### Signal wires on met4, run 1

Cells faint in the background.
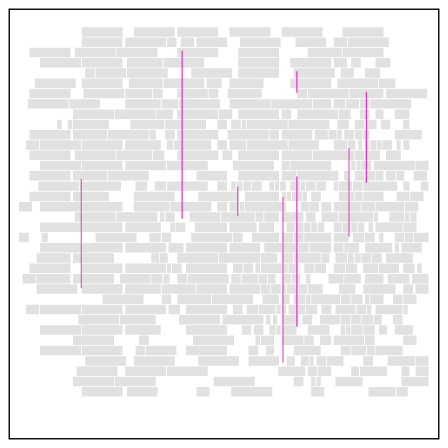
### Track usage over the die, run 1

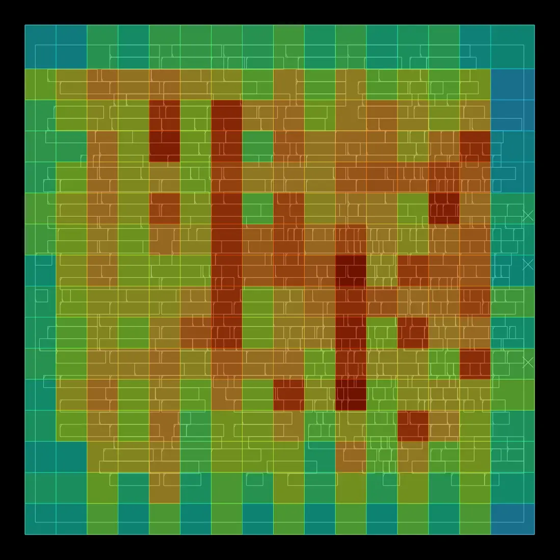
### Pin map, run 1

Pins as bars across the die edge, other pins in grey.
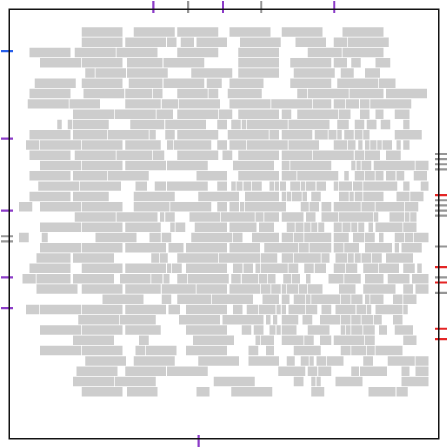
### Sequential cells coloured by netlist name, run 1

Other sequential cells in the stronger grey, the rest of the logic in the fainter grey.
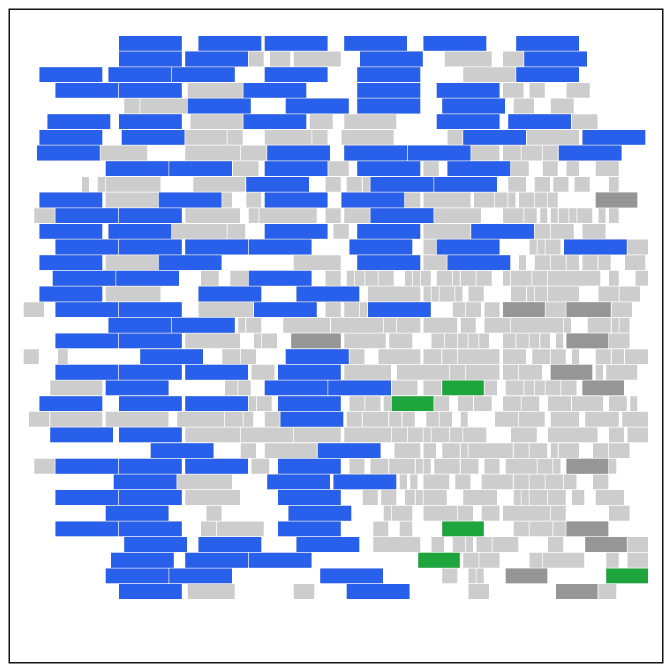
**src/rtl/uart_tx_fifo.sv**
```systemverilog
// Byte FIFO feeding uart_tx. First-word-fall-through read side with optional
// LF -> CR,LF expansion; sticky flag for tx_ready pulses arriving with no data.
module uart_tx_fifo #(
  parameter int unsigned DEPTH      = 16,
  parameter bit          LF_TO_CRLF = 1'b1
) (
  input  logic                     clk,
  input  logic                     reset_,
  input  logic                     wr_valid,
  output logic                     wr_ready,
  input  logic [7:0]               wr_data,
  output logic                     tx_req,
  input  logic                     tx_ready,
  output logic [7:0]               tx_data,
  output logic [$clog2(DEPTH):0]   fill_level,
  input  logic                     err_clr,
  output logic                     proto_err
);

  localparam int unsigned AW  = $clog2(DEPTH);
  localparam logic [AW:0] ONE = 1;

  typedef enum logic {
    PASS,
    CR_SENT
  } out_state_e;

  logic [7:0]  mem_q [DEPTH];
  logic [7:0]  mem_d [DEPTH];
  logic [AW:0] wr_ptr_q, wr_ptr_d;
  logic [AW:0] rd_ptr_q, rd_ptr_d;
  logic [AW:0] fill_q, fill_d;
  out_state_e  state_q, state_d;
  logic        err_q, err_d;

  logic        full, empty, head_lf, wr_en, pop;
  logic [7:0]  head;

  assign empty   = (wr_ptr_q == rd_ptr_q);
  assign full    = (wr_ptr_q[AW] != rd_ptr_q[AW]) &&
                   (wr_ptr_q[AW-1:0] == rd_ptr_q[AW-1:0]);
  assign head    = mem_q[rd_ptr_q[AW-1:0]];
  assign head_lf = LF_TO_CRLF && (head == 8'h0A);

  assign wr_ready   = !full;
  assign tx_req     = !empty;
  assign fill_level = fill_q;
  assign proto_err  = err_q;

  // Storage and pointer update: write on accept, pop when the head byte is fully sent.
  always_comb begin
    mem_d    = mem_q;
    wr_ptr_d = wr_ptr_q;
    rd_ptr_d = rd_ptr_q;
    wr_en    = wr_valid && !full;
    // An LF head in PASS only sends the inserted CR; the entry leaves in CR_SENT.
    pop      = tx_ready && !empty && ((state_q == CR_SENT) || !head_lf);
    if (wr_en) begin
      mem_d[wr_ptr_q[AW-1:0]] = wr_data;
      wr_ptr_d                = wr_ptr_q + ONE;
    end
    if (pop) begin
      rd_ptr_d = rd_ptr_q + ONE;
    end
    fill_d = wr_ptr_d - rd_ptr_d;
    err_d  = (tx_ready && empty) || (err_q && !err_clr);
  end

  // Output FSM next state and presented byte.
  always_comb begin
    state_d = state_q;
    tx_data = 8'h00;
    if (!empty) begin
      if (state_q == PASS && head_lf) begin
        tx_data = 8'h0D;
        if (tx_ready) state_d = CR_SENT;
      end else begin
        tx_data = head;
        if (tx_ready) state_d = PASS;
      end
    end
  end

  // State registers; reset discards all queued contents.
  always_ff @(posedge clk) begin
    if (!reset_) begin
      wr_ptr_q <= '0;
      rd_ptr_q <= '0;
      fill_q   <= '0;
      state_q  <= PASS;
      err_q    <= 1'b0;
    end else begin
      wr_ptr_q <= wr_ptr_d;
      rd_ptr_q <= rd_ptr_d;
      fill_q   <= fill_d;
      state_q  <= state_d;
      err_q    <= err_d;
    end
  end

  // Byte storage; contents are meaningless while the pointers say empty.
  always_ff @(posedge clk) begin
    mem_q <= mem_d;
  end

endmodule

```
**config.mk**
```make
export PLATFORM = sky130hd
export DESIGN_NAME = uart_tx_fifo
export DESIGN_NICKNAME = d
export VERILOG_FILES = /design/src/rtl/uart_tx_fifo.sv
export SDC_FILE = /design/constraint.sdc
export NUM_CORES = 1
export LEC_CHECK = 0
export CORE_MARGIN = 2
export CORE_UTILIZATION = 52
export DETAILED_ROUTE_END_ITERATION = 10
export PLACE_DENSITY = 0.73
export SETUP_SLACK_MARGIN = 0.4
export SLEW_MARGIN = 10
export SYNTH_ARGS = -nofsm -noshare
export SYNTH_HDL_FRONTEND = slang
export SYNTH_SLANG_ARGS = --single-unit
```
**constraint.sdc**
```tcl
create_clock -name clk -period 3.2 [get_ports clk]
set_clock_uncertainty 0.1 [all_clocks]
set_input_delay 0.32 -clock clk [delete_from_list [all_inputs] [get_ports clk]]
set_output_delay 0.32 -clock clk [all_outputs]
set_load 0.02 [all_outputs]
```
==> out/qor.csv, run 1 <==
stage,metric,value,unit
logic_synthesis,xor+xnor area frac,0.0236,
global_route,vias in the first global route,3617,
global_route,routing usage on met3,0.0562,
logic_synthesis,Yosys Chip Area,0.00620,mm^2
logic_synthesis,Post-synth mux share,0.140,
routing,wire length on met3,802,um
placement,placed inst area,0.00708,mm^2
logic_synthesis,Post-synth top flop,edfxtp_1,
logic_synthesis,ys cells,365,
placement,GP Congestion,0.865,
logic_synthesis,AO/OA Area Share,0.0446,
power,Comb pwr share,0.215,
final_timing,unrepaired setup endpoints after global routing,yes,
routing,DRC,3,
global_route,gr ovfl total,0,
placement,port buffer count,28,
logic_synthesis,Mapped Area,0.00620,mm^2
setup_path,Crit Path Category,flop to flop,
logic_synthesis,syn nets,388,
power,total power,5090,uW
routing,wire length after detailed routing,13500,um
final_timing,final setup margin,-0.407,ns
final_timing,final setup fails,6,
floorplanning,full die area,0.0128,mm^2
floorplanning,FP Rows,39,
global_route,GRT met1 Usage,0.288,
logic_synthesis,ys flops,145,
clock_tree,Latency at later pin,0.42,ns
worst_hold_path,Tightest Hold Check Type,flop to flop,
final_timing,Slew HR,0.469,
routing,Via density,5.77,
final_timing,Worst Tran Pin Value,0.794,ns
logic_synthesis,largest cells by area after synthesis,"edfxtp_1 (62%), mux4_2 (5.8%), dfxtp_1 (5.5%)",
routing,TritonRoute pass-1 iters,8,
clock_tree,cts hold-fix bufs,0,
global_route,first-pass GRT wire length,20500,um
outcome,failing checks,"design-rule violations, negative setup slack",
placement,DPL Wire Length,8430,um
outcome,status,"finished, violations left",
## Picture notes: 'Signal wires on met4'
longest straight run: 44.2 um
nets with wire on the layer: 6
wire length on this layer: 216 um

## Picture notes: 'Track usage over the die'
gr busiest metal: met2
DR WL/cell: 21.3 um

## Picture notes: 'Pin map'
legend:
  fill_level:
    colour: red
    pins: 5
    direction: output
    edge: east
  clk:
    colour: blue
    pins: 1
    direction: input
    edge: west
  wr_data:
    colour: purple
    pins: 8
    direction: input
    edge: 4 west, 3 north, 1 south

## Picture notes: 'Sequential cells coloured by netlist name'
legend:
  mem_q:
    colour: blue
    sequential_cells: 128
  wr_ptr_q:
    colour: green
    sequential_cells: 5
not coloured: 12

-- run 1: repair_timing --
item / CTS / global route
gates resized: 47 / 45
pin swaps: 4 / 11
buffers inserted: 5 / 9
cloned: 1 / 0
setup endpoints to repair: 94 / 51
-- run 1: final timing paths --
| check | end | slack (ns) | depth (start not counted) | startpoint |
|---|---|---|---|---|
| worst max-delay path | fill_level[4] | -0.41 | 16 | rd_ptr_q[0] |
| worst min-delay path | rd_ptr_q[4] | 0.39 | 2 | rd_ptr_q[4] |
| worst max register to register | fill_level[4] | -0.41 | 16 | rd_ptr_q[0] |
| worst min register to register | rd_ptr_q[4] | 0.39 | 2 | rd_ptr_q[4] |
-- run 1: area by class of cell --
| class | count | area, um^2 |
|---|---|---|
| flip-flops and latches | 145 | 4190 |
| fillers | 727 | 3570 |
| multi-input cells | 193 | 2000 |
| repair buffers | 110 | 985 |
| clock buffers | 18 | 429 |
| well taps | 143 | 179 |
| clock inverters | 14 | 129 |
| inverters | 9 | 33.8 |
-- run 1: state kept, by name, summed over array words and instances, names as in the netlist --
register	count
wr_ptr_q	5
rd_ptr_q	5
proto_err	1
state_q	1
mem_q	128
fill_level	5
-- run 1: cells in the final DEF (no fill, tap or decap), types with 5 or more instances in the layout --
| cell type | n |
|---|---|
| dfxtp_1 | 15 |
| clkbuf_16 | 17 |
| a22o_1 | 6 |
| clkdlybuf4s50_1 | 18 |
| nor2b_1 | 9 |
| edfxtp_1 | 128 |
| ha_1 | 8 |
| nor2_2 | 6 |
| xnor2_1 | 7 |
| buf_4 | 71 |
| a21oi_1 | 7 |
| nor3_1 | 6 |
| and2_1 | 7 |
| nor2_1 | 13 |
| inv_1 | 8 |
| mux4_2 | 17 |
| mux4_1 | 11 |
| buf_6 | 9 |
| mux2i_1 | 12 |
| nand2b_1 | 6 |
| nand2_1 | 24 |
| xor2_1 | 5 |
-- run 1: worst min-delay path, stage by stage (launching register included) --
cell and delay [ns]:
dfxtp_1 0.33, nand2_1 0.06, mux2i_1 0.05
-- run 1: cell usage after synthesis (2+ instances only) --
library cell and number:
o22ai_1 2, mux2_2 4, a22o_1 6, nor3_1 6
nand2b_1 7, a22oi_1 4, clkbuf_1 6, inv_1 9
a21oi_1 12, buf_12 2, buf_2 6, buf_6 3
edfxtp_1 128, xnor2_1 7, nor2b_1 10, o211ai_1 2
nor2_1 21, nand2_1 25, a22oi_2 2, nand4_1 3
mux4_2 16, mux4_1 12, and2_1 7, mux2i_1 13
ha_1 9, a21o_1 2, and4_1 2, xor2_1 7
dfxtp_1 17
-- run 1: power by group through the flow --
stage	logic, uW	clock network, uW	registers, uW
final	1090	1860	2130
after detailed placement	923	0	2160
after CTS	998	1880	2130
after global routing	1170	1970	2130
after global placement	913	0	2160
after floorplan	543	0	2190
-- run 1: stage by stage --
step,cells,utilization
2_1_floorplan,365,-
6_report,632,0.690
3_3_place_gp,585,0.615
5_1_grt,632,0.690
4_1_cts,623,0.676
3_5_place_dp,585,0.615
==> run 2: changes to the inputs <==
CORE_UTILIZATION = 35   (was 52)
PLACE_DENSITY = default   (was 0.73)
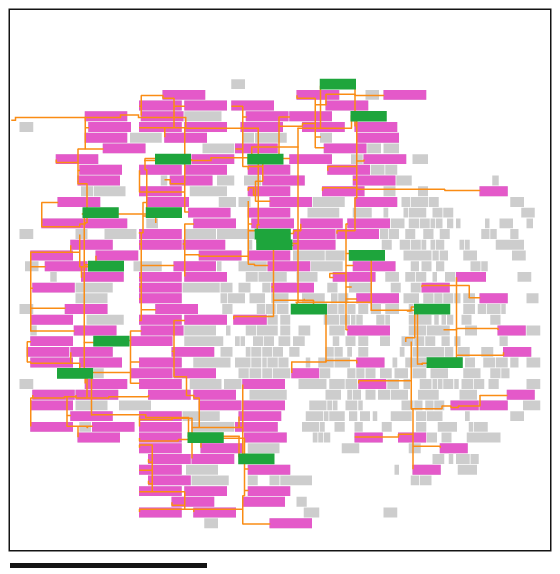
*Clock network drawn from the DEF, run 2*
The bar under the picture is 50 um long.
legend:
  flip-flops:
    colour: magenta
    count: 145
  clock wires:
    colour: orange
    length: 1680 um
  cells driving clock nets:
    colour: green
    count: 17
routed clock nets: 18

==> run 2 against run 1 <==
  * The flow finishes with violations (negative setup slack)
  * Maximum frequency increased by 0.86%
  * Worst setup slack improved by 0.031 ns
  * Synthesized area unchanged
  * Via count decreased by 3.5%
  * Critical path depth decreased by 1
  * Design area increased by 0.96%
  * Routed wire length increased by 1.1%
  * Largest cell class unchanged
  * Largest power group unchanged
  * Highest routed layer unchanged
==> out/qor.csv, run 2 <==
stage,metric,value,unit,change
floorplanning,FP Rows,48,,+23%
final_timing,unrepaired setup endpoints after global routing,yes,,
final_timing,final setup fails,6,,unchanged
logic_synthesis,largest cells by area after synthesis,"edfxtp_1 (62%), mux4_2 (5.8%), dfxtp_1 (5.5%)",,
logic_synthesis,Post-synth top flop,edfxtp_1,,
setup_path,Crit Path Category,flop to flop,,
floorplanning,full die area,0.0188,mm^2,+47%
logic_synthesis,ys cells,365,,unchanged
final_timing,Worst Tran Pin Value,0.831,ns,+0.0369 ns
global_route,first-pass GRT wire length,21100,um,+2.8%
floorplanning,vertical die size,137,um,
routing,wire length after detailed routing,13600,um,+1.1%
routing,DRC,0,,-3
setup_path,Critical Path End Type,flop,,
layout,Biggest register,mem_q,,
layout,"commonest non-fill, non-tap cell in the layout",edfxtp_1,,
placement,port buffer count,28,,unchanged
global_route,gr ovfl total,0,,unchanged
final_timing,FMAX,0.280,GHz,
floorplanning,DIE WIDTH,137,um,
global_route,vias in the first global route,3634,,+0.47%
logic_synthesis,Mapped Area,0.00620,mm^2,unchanged
outcome,failing checks,negative setup slack,,
logic_synthesis,syn nets,388,,unchanged
logic_synthesis,count of library flops with an enable pin,128,,
outcome,status,"finished, violations left",,
routing,TritonRoute pass-1 iters,4,,-4
placement,GP Congestion,0.762,,-12%
final_timing,final setup margin,-0.377,ns,+0.0307 ns
logic_synthesis,ys flops,145,,unchanged
logic_synthesis,Yosys Chip Area,0.00620,mm^2,unchanged
layout,final cell count without fillers,706,,+12%
logic_synthesis,Yosys top cell by instances,edfxtp_1,,
routing,Via density,4.98,,-14%
final_timing,Slew HR,0.444,,-0.0247
worst_hold_path,Tightest Hold Check Type,flop to flop,,
layout,most numerous logic cells after layout,"edfxtp_1 (128), buf_4 (65), nand2_1 (24)",,
placement,placed cells,659,,+13%
routing,DR WL/cell,19.3,um,-9.5%
setup_path,critical path required time,3.46,ns,
logic_synthesis,synth cell count leaders,"edfxtp_1 (128), nand2_1 (25), nor2_1 (21)",,
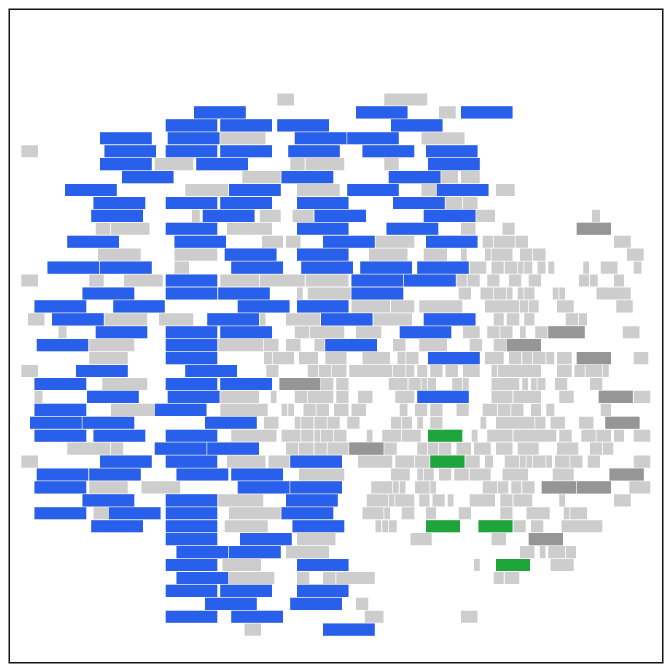
*Sequential cells coloured by netlist name, run 2*
Other sequential cells in the stronger grey, the rest of the logic in the fainter grey.
legend:
  mem_q:
    colour: blue
    sequential_cells: 128
  wr_ptr_q:
    colour: green
    sequential_cells: 5

==> run 2: netlist changes by cell type in the layout (fill, tap and decap cells not counted), sizes merged <==
cell	before	now
clkinv	4	6
clkdlybuf4s15	0	1
dlygate4sd2	0	2
clkinvlp	4	1
buf	88	76
inv	14	16
==> run 2: kinds of logic after synthesis <==
| logic type | synth area share |
|---|---|
| AND-OR/OR-AND | 0.0446 |
| XOR/XNOR | 0.0236 |
| adder cells (fa/ha/maj) | 0.0214 |
| buffers and inverters | 0.0270 |
| flip-flops | 0.674 |
| multiplexers | 0.140 |
| AND/OR/NAND/NOR | 0.0696 |
==> run 2: stage by stage <==
stage	instance area (um^2)	hold WS [ns]	util	total power, uW
6_report	8020	0.383	0.464	5150
3_3_place_gp	7130	0.367	0.412	3100
3_5_place_dp	7130	0.372	0.412	3120
2_1_floorplan	6210	0.319	-	2730
5_1_grt	8020	0.400	0.464	5350
4_1_cts	7950	0.385	0.459	5170
==> run 2: area by class of cell <==
| type | count | area (um^2) |
|---|---|---|
| Fill cell | 1491 | 9280 |
| Sequential cell | 145 | 4190 |
| Multi-Input combinational cell | 193 | 2000 |
| Timing Repair Buffer | 102 | 915 |
| Clock buffer | 17 | 425 |
| Tap cell | 225 | 282 |
| Clock inverter | 15 | 170 |
| Inverter | 9 | 33.8 |
==> run 2: worst register-to-register path: cells and delay by family (launching register included) <==
| kind | cells | cell delay, ns |
|---|---|---|
| mux | 3 | 0.99 |
| simple gates | 2 | 0.26 |
| flops | 1 | 0.42 |
| compound gates | 5 | 0.86 |
| buf+inv | 3 | 0.34 |
| xor+xnor | 1 | 0.20 |
| fa+ha+maj | 1 | 0.35 |
==> run 2: metal layers <==
layer,wire length (um),GRT usage,vias up
met2,6680,0.258,99
met5,0,0,-
met3,711,0.0407,20
met4,214,0.0504,0
li1,-,-,1624
met1,6040,0.205,1776
==> run 2: path summary, 6_finish.rpt <==
path / end / startpoint / cells past startpoint / slack, ns
setup reg to reg: fill_level[4] / rd_ptr_q[0] / 15 / -0.38
hold reg to reg: rd_ptr_q[4] / rd_ptr_q[4] / 2 / 0.38
hold / removal: rd_ptr_q[4] / rd_ptr_q[4] / 2 / 0.38
setup / recovery: fill_level[4] / rd_ptr_q[0] / 15 / -0.38
==> run 2: what timing repair did <==
action,CTS,global route
endpoints found under the setup margin,70,69
hold buffers,0,0
gates cloned,1,0
gates resized,47,31
buffers inserted,12,2
pin swaps,6,12
==> run 2: power by group <==
group	internal [uW]	leakage (uW)	switching (uW)
clock	1110	0.000288	854
sequential	2110	0.00130	22.7
combinational	561	0.00120	499
total	3770	0.00279	1380
==> run 3: changes to the inputs <==
clock period = 4.3 ns   (was 3.2 ns; I/O delays follow)
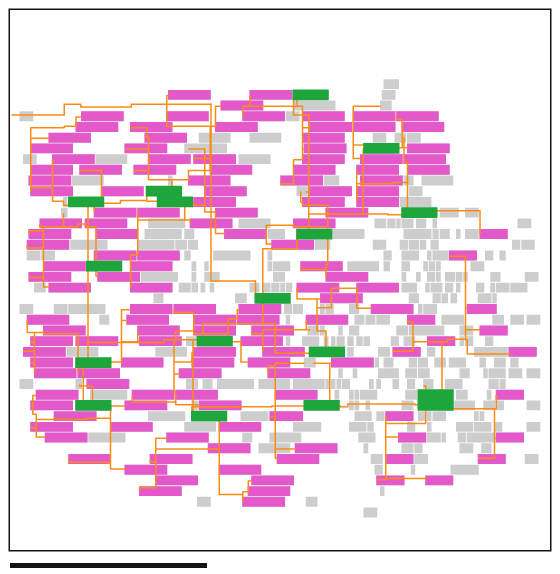
*Clock network drawn from the DEF, run 3*
The bar under the picture is 50 um long.
legend:
  clock wires:
    colour: orange
    length: 1650 um
  flip-flops:
    colour: magenta
    count: 145
  cells driving clock nets:
    colour: green
    count: 17
routed clock nets: 18

==> run 3 against run 2 <==
  * The flow now finishes without violations
  * Sequential power decreased by 25%
  * Worst setup slack improved by 0.94 ns
  * Hold slack got worse by 0.0019 ns
  * Global-route usage decreased by 0.83 points
  * Synthesized area unchanged
  * Non-clock buffer count decreased by 54
  * Critical path type is now flop to output pin
  * Largest cell class unchanged
  * Largest power group unchanged
==> out/qor.csv, run 3 <==
stage,metric,value,unit,change
logic_synthesis,Post-synth top flop,edfxtp_1,,
power,Leakage,0.00249,uW,
global_route,gr ovfl total,0,,unchanged
final_timing,Hold WS,0.381,ns,-0.00192 ns
logic_synthesis,count of library flops with an enable pin,128,,unchanged
layout,# diodes,0,,
floorplanning,DIE WIDTH,137,um,unchanged
layout,most numerous logic cells after layout,"edfxtp_1 (128), nand2_1 (25), clkdlybuf4s50_1 (25)",,
worst_hold_path,WHS Path Cells,2,,unchanged
layout,"commonest non-fill, non-tap cell in the layout",edfxtp_1,,
clock_tree,Latency at later pin,0.42,ns,
outcome,status,"complete, no violations",,
logic_synthesis,post-synth top area share,0.619,,
floorplanning,io pins,29,,
placement,GP Congestion,0.779,,+2.2%
setup_path,worst reg2reg path depth,15,,unchanged
placement,placed inst area,0.00677,mm^2,-5.1%
final_timing,FMAX,0.268,GHz,
logic_synthesis,syn nets,388,,unchanged
routing,wire length after detailed routing,13000,um,-4.4%
setup_path,reg2reg setup slack,0.58,ns,+0.96 ns
setup_path,FF-to-FF Start,rd_ptr_q[0],,
setup_path,crit path DAT,3.20,ns,
layout,Biggest register,mem_q,,
final_timing,final setup fails,0,,-6
setup_path,Reg2Reg Capture Point,fill_level[4],,
final_timing,final setup margin,0.566,ns,+0.943 ns
final_timing,Tcrit/Tclk final,0.868,,
routing,TritonRoute pass-1 iters,4,,unchanged
clock_tree,CTS buffer count,17,,
final_timing,Slew HR,0.318,,-0.126
logic_synthesis,Yosys warnings,0,,
setup_path,critical path required time,3.77,ns,+0.31 ns
job,# Max-Cap Violations,0,,
logic_synthesis,Yosys top cell by instances,edfxtp_1,,
routing,1st-iter DRT viols,230,,
floorplanning,full die area,0.0188,mm^2,unchanged
logic_synthesis,ys cells,365,,unchanged
routing,Via density,5.06,,+1.5%
global_route,antenna violations before repair,0,,
clock_tree,CTS H-tree depth,4,,
layout,filler cell count in the final layout,1560,,+4.6%
setup_path,Crit Path Max Fanout,6,,
logic_synthesis,sequential area share after synthesis,0.674,,
logic_synthesis,largest cells by area after synthesis,"edfxtp_1 (62%), mux4_2 (5.8%), dfxtp_1 (5.5%)",,
layout,Finished Cell Area,0.00742,mm^2,-7.4%
setup_path,Crit Path Category,flop to output pin,,
logic_synthesis,"Distinct cells, synth",44,,
routing,DR vias,3292,,
clock_tree,Clock transition at path regs,0.06,ns,
worst_hold_path,Hold Startpoint,rd_ptr_q[4],,
global_route,first-pass GRT wire length,19600,um,-7.2%
worst_hold_path,Tightest Hold Check Type,flop to flop,,
logic_synthesis,asr flop ratio synth,0,,
power,total power,3640,uW,-29%
global_route,vias in the first global route,3359,,-7.6%
final_timing,unrepaired setup endpoints after global routing,yes,,
placement,port buffer count,28,,unchanged
clock_tree,clock buffer depth,2,,
routing,DRC,0,,unchanged
logic_synthesis,synth cell count leaders,"edfxtp_1 (128), nand2_1 (25), nor2_1 (21)",,
logic_synthesis,ys flops,145,,unchanged
setup_path,Critical Path End Type,output pin,,
logic_synthesis,Mapped Area,0.00620,mm^2,unchanged
worst_hold_path,Worst Hold End,rd_ptr_q[4],,
floorplanning,vertical die size,137,um,unchanged
logic_synthesis,Yosys Chip Area,0.00620,mm^2,unchanged
final_timing,Worst Tran Pin Value,1.02,ns,+0.188 ns
floorplanning,FP Rows,48,,unchanged
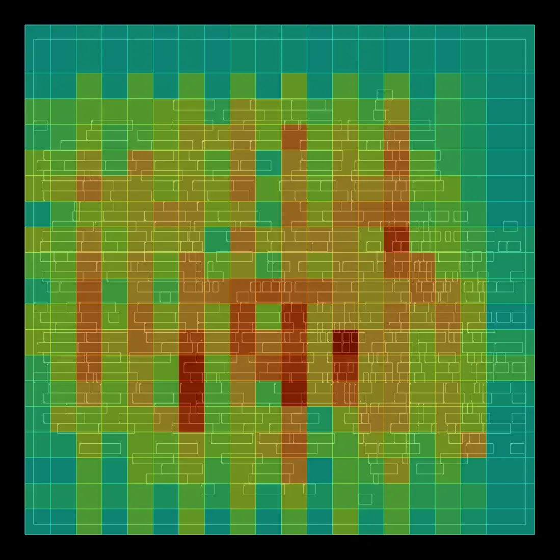
*Track usage over the die, run 3*
DR WL/cell: 20.0 um
GRT met1 Usage: 0.190

## run 3: area by class of cell
| cell class | instances | area [um^2] | area share |
|---|---|---|---|
| flip-flops and latches | 145 | 4190 | 0.564 |
| multi-input cells | 193 | 1860 | 0.251 |
| repair buffers | 48 | 489 | 0.0659 |
| clock buffers | 18 | 429 | 0.0578 |
| well taps | 225 | 282 | 0.0379 |
| clock inverters | 13 | 139 | 0.0187 |
| inverters | 9 | 33.8 | 0.00455 |
## run 3: worst max-delay path by stage
| stage | from | endpoint | slack [ns] | depth (start not counted) |
|---|---|---|---|---|
| 2_1_floorplan | rd_ptr_q[1] | fill_level[4] | 0.74 | 15 |
| 5_1_grt | rd_ptr_q[0] | fill_level[4] | 0.38 | 15 |
| 3_3_place_gp | rd_ptr_q[0] | fill_level[4] | 0.39 | 14 |
| 4_1_cts | rd_ptr_q[0] | fill_level[4] | 0.45 | 16 |
| 3_5_place_dp | rd_ptr_q[0] | fill_level[4] | 0.31 | 15 |
| 6_report | rd_ptr_q[0] | tx_data[2] | 0.57 | 9 |
## run 3: critical path, delay by kind of cell, from the launching register on
kind,cells,cell delay [ns]
buffers and inverters,3,0.67
AND/OR/NAND/NOR,3,0.59
multiplexers,1,0.57
AND-OR/OR-AND,2,0.55
flip-flops,1,0.41
## run 3: kinds of logic (layout without fill, tap and decap cells)
logic type | count (synthesis) | in the layout | synth area share
mux | 46 | 46 | 0.140
compound gates | 35 | 35 | 0.0446
fa+ha+maj | 10 | 10 | 0.0214
buf+inv | 27 | 88 | 0.0270
flops | 145 | 145 | 0.674
simple gates | 87 | 87 | 0.0696
xor+xnor | 15 | 15 | 0.0236
## run 3: what timing repair did
action                     in CTS  in global routing
setup endpoints to repair       4                  2
resized                         5                  6
hold buffers                    0                  0
pin swaps                       1                  3
cloned                          0                  1
setup buffers                   1                  3
## run 3: metal layers
metal  track usage  part of all wire  vias to the layer above
li1              -                 -                     1521
met1         0.190              0.43                     1663
met2         0.240              0.49                       92
met3        0.0437             0.065                       16
met4        0.0607             0.015                        0
met5             0                 0                        -
## run 3: report_power, final
group	total, uW	internal, uW	switching (uW)
combinational	645	321	324
clock	1410	850	557
sequential	1590	1570	18.3
total	3640	2740	900
## run 3: through the flow
step	cells	util
detailed placement	615	0.391
global placement	615	0.391
global route	651	0.429
floorplan	365	-
CTS	647	0.425
finish	651	0.429
Power figures rest on the tool's default switching activity, not on a simulated workload.
